Where the registers sit:
The bar under the picture is 20 um long. Other cells in gray.
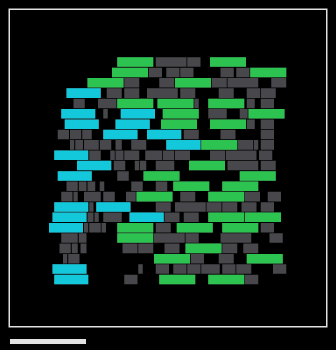
The clock network:
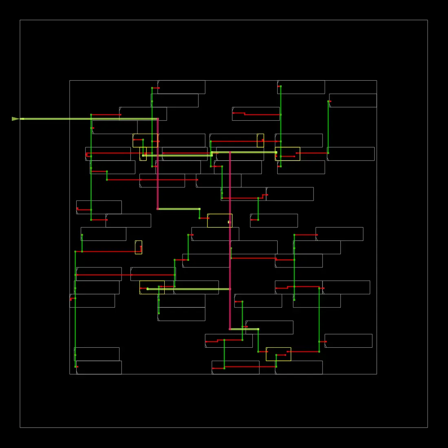
M1 wires:
The bar under the picture is 20 um long.
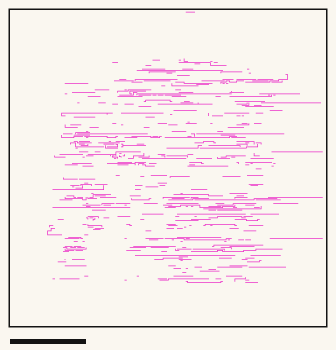
Ports around the boundary:
The bar under the picture is 20 um long. Pins as bars across the die edge, other pins in gray.
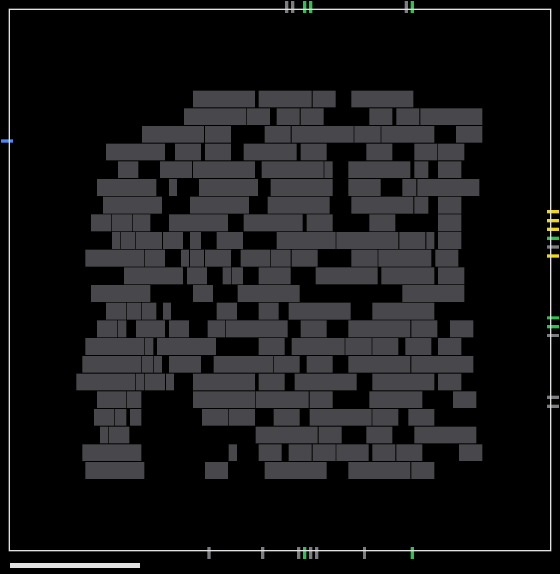
## src/rtl/disp_mux_test_amisha_if.sv

```systemverilog
// Board-side signal bundle for the four-digit display test block:
// switch/button inputs and the multiplexed anode/segment drive.
interface disp_mux_test_amisha_if;
   // No valid/ready handshake here: btn_amisha bits are level load strobes,
   // sampled on every rising edge, and an/sseg are continuously valid outputs.
   logic [3:0] btn_amisha;
   logic [7:0] sw_amisha;
   logic [3:0] an_amisha;
   logic [7:0] sseg_amisha;

   modport master (output btn_amisha, output sw_amisha,
                   input  an_amisha,  input  sseg_amisha);
   modport slave  (input  btn_amisha, input  sw_amisha,
                   output an_amisha,  output sseg_amisha);
endinterface

```

## src/rtl/disp_mux_test_amisha.sv

```systemverilog
// Four-digit time-multiplexed seven-segment test block: buttons latch switches into
// per-digit registers. Optional macro DISP_MUX_TEST_BTN_SYNC_EN adds a 2-flop button synchronizer.
module disp_mux_test_amisha #(
   parameter int N = 18
) (
   input logic                     clk_amisha,
   input logic                     reset_amisha,
   disp_mux_test_amisha_if.slave   io
);

   logic [N-1:0] q;
   logic [1:0]   sel;
   logic [7:0]   digit [4];
   logic [3:0]   load;

`ifdef DISP_MUX_TEST_BTN_SYNC_EN
   logic [3:0] btn_meta;
   logic [3:0] btn_sync;

   always_ff @(posedge clk_amisha or posedge reset_amisha) begin
      if (reset_amisha) begin
         btn_meta <= 4'b0000;
         btn_sync <= 4'b0000;
      end else begin
         btn_meta <= io.btn_amisha;
         btn_sync <= btn_meta;
      end
   end

   assign load = btn_sync;
`else
   assign load = io.btn_amisha;
`endif

   // Free-running refresh counter; the top two bits pick the active digit.
   always_ff @(posedge clk_amisha or posedge reset_amisha) begin
      if (reset_amisha) begin
         q <= '0;
      end else begin
         q <= q + {{(N-1){1'b0}}, 1'b1};
      end
   end

   assign sel = q[N-1:N-2];

   // Level-sensitive loads: a held button reloads every cycle, no priority.
   always_ff @(posedge clk_amisha or posedge reset_amisha) begin
      if (reset_amisha) begin
         for (int k = 0; k < 4; k++) begin
            digit[k] <= 8'hFF;
         end
      end else begin
         for (int k = 0; k < 4; k++) begin
            if (load[k]) begin
               digit[k] <= io.sw_amisha;
            end
         end
      end
   end

   always_comb begin
      io.an_amisha   = 4'b1110;
      io.sseg_amisha = digit[0];
      case (sel)
         2'b00: begin io.an_amisha = 4'b1110; io.sseg_amisha = digit[0]; end
         2'b01: begin io.an_amisha = 4'b1101; io.sseg_amisha = digit[1]; end
         2'b10: begin io.an_amisha = 4'b1011; io.sseg_amisha = digit[2]; end
         2'b11: begin io.an_amisha = 4'b0111; io.sseg_amisha = digit[3]; end
         default: begin io.an_amisha = 4'b1110; io.sseg_amisha = digit[0]; end
      endcase
   end

endmodule

```

## src/flat_wrapper.sv

```systemverilog
// flat-port wrapper written by rule: the top's interface ports become plain ports
module disp_mux_test_amisha_flat 
#(
   parameter int N = 18
)
  (clk_amisha, reset_amisha, io_btn_amisha, io_sw_amisha, io_an_amisha, io_sseg_amisha);
  disp_mux_test_amisha_if io_i ();
  input logic clk_amisha;
  input logic reset_amisha;
  input wire logic [$bits(io_i.btn_amisha)-1:0] io_btn_amisha;
  input wire logic [$bits(io_i.sw_amisha)-1:0] io_sw_amisha;
  output wire logic [$bits(io_i.an_amisha)-1:0] io_an_amisha;
  output wire logic [$bits(io_i.sseg_amisha)-1:0] io_sseg_amisha;
  assign io_i.btn_amisha = io_btn_amisha;
  assign io_i.sw_amisha = io_sw_amisha;
  assign io_an_amisha = io_i.an_amisha;
  assign io_sseg_amisha = io_i.sseg_amisha;
  disp_mux_test_amisha #(.N(N)) u_core (.clk_amisha(clk_amisha), .reset_amisha(reset_amisha), .io(io_i));
endmodule
```

## config.mk

```make
export PLATFORM = sky130hd
export DESIGN_NAME = disp_mux_test_amisha_flat
export DESIGN_NICKNAME = d
export VERILOG_FILES = /design/src/rtl/disp_mux_test_amisha_if.sv /design/src/rtl/disp_mux_test_amisha.sv /design/src/flat_wrapper.sv
export SDC_FILE = /design/constraint.sdc
export NUM_CORES = 1
export LEC_CHECK = 0
export CAP_MARGIN = 25
export CORE_MARGIN = 10
export CORE_UTILIZATION = 55
export DETAILED_ROUTE_END_ITERATION = 16
export PLACE_DENSITY = 0.78
export SETUP_SLACK_MARGIN = 0.3
export SLEW_MARGIN = 20
export SYNTH_ARGS = -nofsm -noshare
export SYNTH_HDL_FRONTEND = slang
export SYNTH_SLANG_ARGS = --single-unit
```

## constraint.sdc

```tcl
create_clock -name clk_amisha -period 3.75 [get_ports clk_amisha]
set_clock_uncertainty 0.1 [all_clocks]
set_input_delay 0.5625 -clock clk_amisha [delete_from_list [all_inputs] [get_ports clk_amisha]]
set_output_delay 0.5625 -clock clk_amisha [all_outputs]
set_load 0.01 [all_outputs]
```

==> notes.md <==
Entry: Yosys synthesis followed by OpenROAD place and route.

Routing:
- The run gives the routed wire length on met2 as 1930 um.
- According to the report, the first pass of detailed routing completed in 4 iterations.
- The run gives the met3 wire length as 166 um.
- The run puts the total wire length after detailed routing at 3780 um.
- Once iteration 0 of detailed routing completed, the report listed 65 DRC markers.
- The run puts the average wire length per cell after detail routing at 17.3 um.
- The highest metal layer carrying signal wires in the routed design is met4.
- For this block, the via count after detailed routing is 1,170.
- Once detail routing completed, the nets flagged for antenna violations numbered 0.
- The run gives the post-route met1 wirelength as 1620 um.
- The routed design shows a via density per instance of 5.37.

Logic synthesis:
- The synthesis run shows the most used standard cells to be dfstp_2 (32), mux2_2 (32), dfrtp_1 (18), xnor2_1 (10), mux4_2 (8).
- Sorting the synthesized cells by area gives the leading types as dfstp_2 (38%), dfrtp_1 (21%), mux2_2 (16%).
- The run gives the flip-flop and latch count after synthesis as 50.
- Summing the areas of all and, or, nand and nor instances in the mapped netlist gives 7.33% of the synthesized area.
- The run puts the area share of the largest cell type after synthesis at 38.5%.
- The run puts the average size of a mapped cell at 15.4 um2.
- Counting flops with a built-in enable in the synthesized netlist gives 0.
- The run gives the cell count after synthesis as 142.
- The run gives the yosys stat chip area as 2190 um2.
- The run puts the multiplexer share of the synthesized area at 24.7%.
- The run gives the adder-cell share of the synthesized area as 0.572%.
- The run gives the post-synthesis compound-gate area fraction as 0%.
- The run gives the number of warnings reported in the yosys synthesis log as 0.
- Summed over all instances, the cell type with the most area after synthesis is dfstp_2.
- The synthesized netlist was found by Yosys to have 142 cells.
- The run gives the proportion of register bits with asynchronous set or reset after synthesis as 100%.
- At floorplan, the net count of the design was reported as 157.
- The run gives the mapped cell area as 2190 um2.
- The run gives the primary flip-flop cell chosen by synthesis mapping as dfstp_2.
- After synthesis, flip-flops and latches occupy 59.1% of the total area.
- The run puts the count of unique library cells instantiated by Yosys at 20.
- The run gives the main kind of combinational logic by area as multiplexers.
- In this run, the synthesized area fraction spent on xor and xnor cells is recorded as 6.41%.

Final layout:
- The run gives the biggest area consumer among cell classes as registers.
- After filler insertion, the fill cell instance count of the layout stands at 291.
- The run puts the core occupancy in the finished layout at 68.2%.
- The run gives the number of non-clock buffers in the layout as 26.
- The run gives the clock distribution area overhead in the final layout as 3.14%.
- Counting flops per register, the top entry is u_core.digit.
- The area growth from synthesis to layout is 16.8%.
- The run gives the number of inverters outside the clock class in the layout as 3.
- Ranking logic cells in the layout by count gives the top entries mux2_2 (32), dfstp_2 (32), clkdlybuf4s50_1 (25).
- The run puts the share of post-route cells with drive strength above 1 at 50.6%.
- The run gives the sequential share of cell area as 50.6%.
- After layout the signal buffers, clock cells excluded, come to 10.1% of cell area.
- The run gives the multi-input logic area as 853 um2.
- Summing all non-filler instances in the final layout gives an area of 2550 um2.
- The run gives the flip-flop count of the largest register after layout as 32.
- The final layout contains 184 nets.
- The run puts the final instance count without filler cells at 218.
- The repair_antennas step left the layout with diodes totalling 0.
- In the final layout, the registers with the most flip-flops are u_core.digit x32, u_core.q x18.
- The run puts the multi-input combinational cell count at 83.
- The run gives the combinational fraction of the cell area as 33.4%.

Place:
- The run gives the total of buffers placed on input and output ports as 25.
- The run gives the number of instances in the placed design as 210.
- The run gives the placement-stage cell area as 2470 um2.
- The run gives the final RePlAce weighted congestion as 0.709.
- The run gives the worst setup timing slack at the placement stage as 1.23 ns.

Power:
- In this run the static leakage power is 1.04 nW.
- The final power report lists total power as 0.00102 W.
- Per the OpenROAD power report, switching power amounts to 0.000217 W.
- The run gives the power in the clock group as 0.000290 W.
- The run gives the total power divided by cell area as 398 nW/um2.
- The run puts the clock group share of total power at 28.5%.
- The run puts the internal power at 0.000800 W.
- The run puts the relative contribution of sequential cells to total power at 60.5%.
- The run gives the part of the total power dissipated in combinational logic as 10.9%.
- The dominant power group in this design is sequential cells.
- The run puts the switching fraction of total power at 21.3%.
- Per the power-grid run, VDD falls by no more than 294 uV.
- The run puts the flip-flop and latch power at 0.000616 W.
- Power attributed to combinational cells is 0.000111 W.

Worst setup path:
- The critical path maximum fanout is 13.
- The timing report attributes the biggest portion of critical-path delay to flip-flops.
- Listed in order, past its start point the critical path passes mux4_2, clkdlybuf4s50_1.
- The run gives the start-to-end type of the worst setup path as reg -> out.
- The run gives the count of cells along the worst register-to-register path as 5.
- For the worst setup path, the data arrival time is 2.15 ns.
- The run puts the number of buffer and inverter stages on the critical path at 1.
- In this run the worst setup path begins at u_core.q[17]$_DFF_PP0_.
- Per STA, the endpoint of the critical path is io_sseg_amisha[5].
- The timing report shows that the slowest cell on the worst path is dfrtp_1.
- Per STA, the highest per-stage delay on the worst path measures 0.75 ns.
- The critical path runs through a total of 2 cells.
- The run gives the endpoint required time on the critical path as 3.09 ns.
- The run gives the reg-to-reg critical path startpoint as u_core.q[0]$_DFF_PP0_.
- For flop-to-flop paths, the worst setup slack is 2.24 ns.
- The run gives the nature of the critical path startpoint as a register.
- The run gives the terminus of the critical flop-to-flop path as u_core.q[10]$_DFF_PP0_.
- STA classifies the critical path endpoint as an output port.

STA:
- The final timing report gives a worst setup slack of 0.941 ns.
- The run gives the final sum of negative setup slack as 0 ns.
- The run gives the shortest period the worst path allows as 2.81 ns.
- The slew check shows that the tightest pin keeps a relative margin of 55.8%.
- Endpoints failing hold in the final report were tallied at 0.
- For the pin with the worst max-slew slack, the measured transition is 0.658 ns.
- The run gives the number of pins exceeding their max-slew limit in the final report as 0.
- Setup repair after global routing left no endpoint under its margin.
- Setup violations remaining at the end of the flow were counted as 0.
- The run gives the worst hold margin as 0.381 ns.
- The final critical path takes up 74.9% of the cycle.
- The highest clock rate this design can be run at is 0.356 GHz.

Die:
- The run gives the I/O pin count as 26.
- Row generation in the floorplan step produced 22 rows.
- The run puts the chip area at 6900 um2.
- The run puts the chip width at 83.0 um.
- The run puts the number of tap instances at 48.
- The run gives the die span in y as 83.0 um.
- The run gives the initial core utilization as 58.4%.
- The core region is 3740 um2.

CTS:
- The tree is rooted in a clkbuf_8.
- The run gives the count of instances resized after the clock tree is built as 0.
- The run gives the quantity of hold-fixing buffers added after cts as 0.
- TritonCTS built the clock tree.
- The run puts the number of buffers on the longest clock path at 2.
- The run puts the count of buffers added by post-CTS timing repair for setup at 0.
- The registers of the reported paths see a clock transition of 0.08 ns.
- The run puts the H-tree depth at 2.

Global route:
- The run gives the pin count of the biggest net entering global routing as 32.
- The run puts the global router's overall resource usage at 11.7%.
- The run gives the overflow left after global routing as 0.
- The number of antenna violations at the first check in global routing is 0.
- The run gives the met3 usage in global routing as 4.39%.
- The first global-routing pass estimated 6570 um of wire.
- The run gives the most used routing layer in global routing as met2.
- The run puts the routing usage on met2 at 19.4%.
- The run gives the met1 track demand over resource in global routing as 13.3%.

Status:
- The flow ran to the end, and the final reports show no timing, DRC or antenna violations.

Run:
- Across all stage logs, warnings added up to 26.
- Max-cap violations in this run came to 0.

Hold path:
- The run puts the number of cells traversed by the worst hold path at 1.
- The run gives the worst hold path startpoint as u_core.q[0]$_DFF_PP0_.
- Hold analysis lists the worst path endpoint as u_core.q[0]$_DFF_PP0_.
- Note that the worst hold path type here is reg -> reg.
About 'where the registers sit':
legend:
  green:
    name_in_the_netlist: u_core.digit
    flops: 32
  cyan:
    name_in_the_netlist: u_core.q
    flops: 18
    where: middle left

About 'the clock network':
Inserted Clock Buffers: 5
flop count: 50
count of clock buffers in the final design: 8
clock net sink count: 50
later-pin clock latency in the skew report: 0.30 ns

About 'M1 wires':
share of all routed wire: 43%
longest straight run: 26.2 um
wire length on this layer: 1,620 um
main direction: horizontal

About 'ports around the boundary':
legend:
  green:
    port: io_sseg_amisha
    pins: 8
    direction: output
    edge: 3 top, 3 right, 2 bottom
  yellow:
    port: io_an_amisha
    pins: 4
    direction: output
    edge: right
  blue:
    port: clk_amisha
    pins: 1
    direction: input
    edge: left
all pins by edge: 11 right, 8 bottom, 6 top, 1 left

Power is estimated from default activity; no workload was simulated.
